File: src/rtl/mul_pkg.sv
// mul_pkg: shared types and constants for the shift-add multiply/writeback unit.
//   DW        register file word width and operand width
//   AW        register address width
//   MUL_ITERS number of shift-add iterations (one per multiplier bit)
//   mul_state_t FSM state encoding, also exported on the unit's debug port
package mul_pkg;

  localparam int DW        = 8;
  localparam int AW        = 3;
  localparam int MUL_ITERS = 8;

  typedef enum logic [1:0] {
    IDLE  = 2'd0,
    CALC  = 2'd1,
    WR_LO = 2'd2,
    WR_HI = 2'd3
  } mul_state_t;

endpackage

File: src/rtl/mul_wb_unit.sv
// mul_wb_unit: multi-cycle unsigned DW x DW shift-add multiplier that writes its
// 2*DW-bit product back to the register file as two consecutive byte writes
// (low byte to DstLo, then high byte to DstHi).
//
// Ports:
//   Clk      clock, all state updates on posedge
//   Reset    synchronous active-high reset
//   Start    multiply request, only looked at while IDLE
//   OpA/OpB  multiplicand / multiplier (register file read data)
//   DstLo    destination register for product[DW-1:0]
//   DstHi    destination register for product[2*DW-1:DW]
//   Busy     high from the cycle after Start is taken through the WR_HI cycle
//   Done     one-cycle pulse during the WR_HI cycle
//   Wen/Wd/Wdat register file write port (registered)
//   Product  last completed product, held until the next completion
//   DbgState current FSM state, for observation only
//
// Handshake: Start is a request, not a valid/ready pair. It is accepted on any
// posedge where the unit is IDLE (Busy=0) and Reset=0; while Busy=1 Start is
// ignored and nothing is queued. Completion is signalled by the Done pulse,
// which coincides with the second (high byte) register write.
module mul_wb_unit
  import mul_pkg::*;
(
  input  logic              Clk,
  input  logic              Reset,
  input  logic              Start,
  input  logic [DW-1:0]     OpA,
  input  logic [DW-1:0]     OpB,
  input  logic [AW-1:0]     DstLo,
  input  logic [AW-1:0]     DstHi,
  output logic              Busy,
  output logic              Done,
  output logic              Wen,
  output logic [AW-1:0]     Wd,
  output logic [DW-1:0]     Wdat,
  output logic [2*DW-1:0]   Product,
  output mul_state_t        DbgState
);

  localparam int PW = 2 * DW;

  mul_state_t          state_q, state_d;
  logic [PW-1:0]       mcand_q, mcand_d;
  logic [DW-1:0]       mplier_q, mplier_d;
  logic [PW-1:0]       acc_q, acc_d;
  logic [2:0]          cnt_q, cnt_d;
  logic [AW-1:0]       dst_lo_q, dst_lo_d;
  logic [AW-1:0]       dst_hi_q, dst_hi_d;
  logic                wen_q, wen_d;
  logic [AW-1:0]       wd_q, wd_d;
  logic [DW-1:0]       wdat_q, wdat_d;
  logic                done_q, done_d;
  logic [PW-1:0]       product_q, product_d;

  always_ff @(posedge Clk) begin
    if (Reset) begin
      state_q   <= IDLE;
      mcand_q   <= '0;
      mplier_q  <= '0;
      acc_q     <= '0;
      cnt_q     <= '0;
      dst_lo_q  <= '0;
      dst_hi_q  <= '0;
      wen_q     <= 1'b0;
      wd_q      <= '0;
      wdat_q    <= '0;
      done_q    <= 1'b0;
      product_q <= '0;
    end else begin
      state_q   <= state_d;
      mcand_q   <= mcand_d;
      mplier_q  <= mplier_d;
      acc_q     <= acc_d;
      cnt_q     <= cnt_d;
      dst_lo_q  <= dst_lo_d;
      dst_hi_q  <= dst_hi_d;
      wen_q     <= wen_d;
      wd_q      <= wd_d;
      wdat_q    <= wdat_d;
      done_q    <= done_d;
      product_q <= product_d;
    end
  end

  always_comb begin
    state_d   = state_q;
    mcand_d   = mcand_q;
    mplier_d  = mplier_q;
    acc_d     = acc_q;
    cnt_d     = cnt_q;
    dst_lo_d  = dst_lo_q;
    dst_hi_d  = dst_hi_q;
    product_d = product_q;
    wen_d     = 1'b0;
    wd_d      = '0;
    wdat_d    = '0;
    done_d    = 1'b0;

    // Datapath and state transitions.
    case (state_q)
      IDLE: begin
        if (Start) begin
          mcand_d  = {{DW{1'b0}}, OpA};
          mplier_d = OpB;
          dst_lo_d = DstLo;
          dst_hi_d = DstHi;
          acc_d    = '0;
          cnt_d    = '0;
          state_d  = CALC;
        end
      end
      CALC: begin
        // The accumulator is as wide as the full product, so it never overflows.
        if (mplier_q[0]) begin
          acc_d = acc_q + mcand_q;
        end
        mcand_d  = mcand_q << 1;
        mplier_d = mplier_q >> 1;
        cnt_d    = cnt_q + 3'd1;
        if (cnt_q == 3'(MUL_ITERS - 1)) begin
          state_d = WR_LO;
        end
      end
      WR_LO: begin
        state_d = WR_HI;
      end
      WR_HI: begin
        product_d = acc_q;
        state_d   = IDLE;
      end
      default: begin
        state_d = IDLE;
      end
    endcase

    // The write port is registered, so it is decoded from the state being
    // entered. acc_d is used because the last CALC iteration lands on the
    // same edge that enters WR_LO.
    case (state_d)
      WR_LO: begin
        wen_d  = 1'b1;
        wd_d   = dst_lo_q;
        wdat_d = acc_d[DW-1:0];
      end
      WR_HI: begin
        wen_d  = 1'b1;
        wd_d   = dst_hi_q;
        wdat_d = acc_d[PW-1:DW];
        done_d = 1'b1;
      end
      default: begin
        wen_d = 1'b0;
      end
    endcase
  end

  assign Busy     = (state_q != IDLE);
  assign Done     = done_q;
  assign Wen      = wen_q;
  assign Wd       = wd_q;
  assign Wdat     = wdat_q;
  assign Product  = product_q;
  assign DbgState = state_q;

endmodule
File: config.mk
export PLATFORM = sky130hd
export DESIGN_NAME = mul_wb_unit
export DESIGN_NICKNAME = d
export VERILOG_FILES = /design/src/rtl/mul_pkg.sv /design/src/rtl/mul_wb_unit.sv
export SDC_FILE = /design/constraint.sdc
export NUM_CORES = 1
export LEC_CHECK = 0
export CORE_UTILIZATION = 56
export CTS_BUF_LIST = sky130_fd_sc_hd__clkbuf_4 sky130_fd_sc_hd__clkbuf_8
export CTS_CLUSTER_DIAMETER = 40
export DETAILED_ROUTE_END_ITERATION = 8
export GPL_TIMING_DRIVEN = 0
export PLACE_DENSITY = 0.85
export SETUP_SLACK_MARGIN = 0.2
export SLEW_MARGIN = 20
export SYNTH_ARGS = -nofsm -noshare
export SYNTH_HDL_FRONTEND = slang
export SYNTH_SLANG_ARGS = --single-unit
File: constraint.sdc
create_clock -name Clk -period 2.3 [get_ports Clk]
set_clock_uncertainty 0.1 [all_clocks]
set_input_delay 0.575 -clock Clk [delete_from_list [all_inputs] [get_ports Clk]]
set_output_delay 0.575 -clock Clk [all_outputs]
set_load 0.01 [all_outputs]
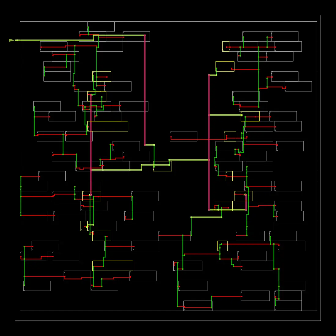
(images/final_clocks.png)
Clock Sinks: 80
clock buf count: 10

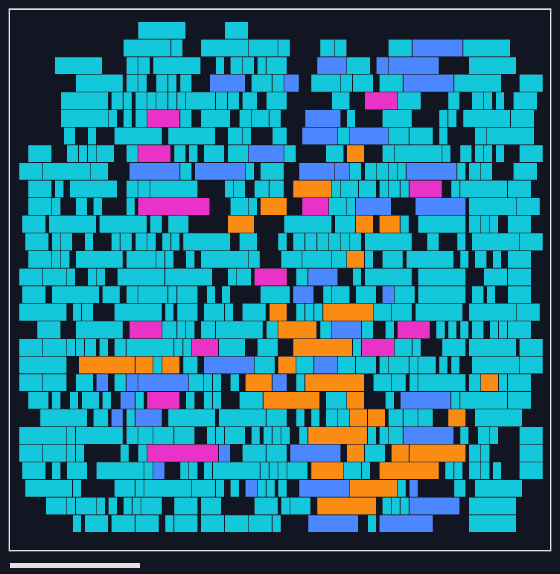
(images/drive_strength.png)
Scale bar: 20 microns.
colour	size	cells	share
magenta	drive 6 and up	13	2.4%
cyan	drive 1 or less	450	84%
orange	drive 3 to 4	31	5.8%
blue	drive 2	42	7.8%

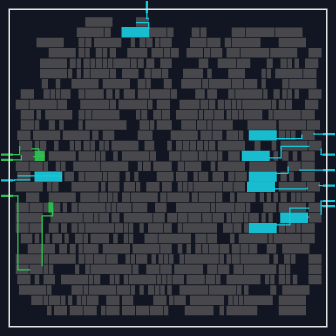
(images/port_nets.png)
colour	port	bits	direction	edge	end cells	buffers	wire
cyan	`Wdat`	8	output	6 east, 1 north, 1 west	8	8	93.7 microns
green	`DstLo`	3	input	west	3	3	57.1 microns

==> impl_metrics.json <==
{
  "seq_share_pct": 33.4,
  "cp-start-kind": "flip-flop",
  "max_slew_margin_pct": 59.0,
  "slew_violations": 0,
  "fp-utilization_pct": 58.1,
  "grt_use_met3_pct": 6.26,
  "dp_cells": 584,
  "route.met3.wl_microns": 720,
  "status": "finished clean",
  "fin_nets": 574,
  "firstDrtPassIters": 7,
  "drv_cap": 0,
  "viasPerCell": 6.13,
  "drc": 0,
  "flops": 80,
  "reg2reg_slack_ps": 100,
  "grt_pass1_wl_microns": 17100,
  "tightest_slew_ps": 615,
  "clock_tree.root_cell": "clkbuf_8",
  "clk_latency_ps": 360,
  "cts_tree": "done",
  "grt_use_total_pct": 31.2,
  "gr-usage-met1_pct": 39.2,
  "grt_overflow": 0,
  "critPathSlowestCell": "dfxtp_4",
  "die_area_sq_um": 6950,
  "p_switching_uw": 762,
  "ctsHoldBuffers": 0,
  "top_layer": "met4",
  "antenna_found_initial": 0,
  "wire_per_inst_microns": 17.5,
  "grt_pass1_vias": 3517,
  "combGateArea_sq_um": 2140,
  "fp.dieW_microns": 83.4,
  "logic_gates": 335,
  "n_all_buffers": 98,
  "rsz0062_at_grt": "yes",
  "num_tap_cells": 77,
  "hold_violations": 0,
  "synth_cells": 452,
  "htreeDepth": 3,
  "syn_avg_cell_area_sq_um": 8.21,
  "ys.flops": 80,
  "ys_seq_share_pct": 43.2,
  "io_pins": 57,
  "fmax_ghz": 0.455,
  "wl_met2_microns": 5100,
  "setup_tns_ps": 0,
  "p_seq_uw": 1470,
  "power_uw": 2960,
  "clkCellAreaFrac_pct": 4.40,
  "maxPowerGroup": "sequential cells",
  "hold_class": "flip-flop to flip-flop",
  "vias": 3755,
  "comb_area_share_pct": 43.8,
  "rows": 29,
  "gp_congestion": 0.914,
  "cp_max_fo": 3,
  "dominant-cell-class": "logic gates",
  "grt_max_degree": 14,
  "switching_share_pct": 25.8,
  "pg_clk_uw": 1130,
  "drt-total-wl_microns": 10700,
  "synth_warnings": 0,
  "cts_buffer_depth": 2,
  "power_frac_seq_pct": 49.6,
  "pg_comb_uw": 359
}
==> cell families after synthesis <==
| kind of cell | count (synthesis) | share of synthesized area (%) |
|---|---|---|
| xor+xnor | 9 | 2.12 |
| compound gates | 127 | 23.0 |
| fa+ha+maj | 18 | 6.27 |
| mux | 2 | 0.540 |
| simple gates | 179 | 20.9 |
| flops | 80 | 43.2 |
| buf+inv | 37 | 3.98 |
==> Yosys cell counts (2+ instances only) <==
cell type / number / area [sq um]
nand2_1: 98 / 368
dfxtp_1: 80 / 1600
a21oi_1: 49 / 245
nor2_1: 41 / 154
clkbuf_1: 23 / 86.3
ha_1: 17 / 213
a311oi_1: 16 / 140
nand3_1: 14 / 70.1
o21ai_0: 12 / 60.1
a22oi_1: 9 / 67.6
inv_1: 7 / 26.3
xor2_1: 6 / 52.6
a211oi_1: 5 / 37.5
a22o_1: 5 / 43.8
and2_1: 5 / 31.3
a21o_1: 4 / 30.0
a32o_1: 4 / 40.0
buf_2: 4 / 20.0
nand2b_1: 4 / 25.0
and3_1: 3 / 18.8
xnor2_1: 3 / 26.3
a41oi_1: 2 / 17.5
buf_1: 2 / 7.51
mux2i_1: 2 / 20.0
nor2b_1: 2 / 12.5
nor3_1: 2 / 10.0
o211ai_1: 2 / 15.0
o21a_1: 2 / 15.0
o21bai_1: 2 / 15.0
o22ai_1: 2 / 12.5
or3_1: 2 / 12.5
==> worst paths after layout <==
kind                                  from    endpoint  cells after the start
worst min-delay path            Product[5]  Product[5]                      2
worst min register to register  Product[5]  Product[5]                      2
worst max-delay path            mcand_q[0]   acc_q[14]                      9
worst max register to register  mcand_q[0]   acc_q[14]                      9
==> timing repair <==
action	4_1_cts	5_1_grt
setup buffers	5	8
pin swaps	15	11
resized	34	30
setup endpoints to repair	15	19
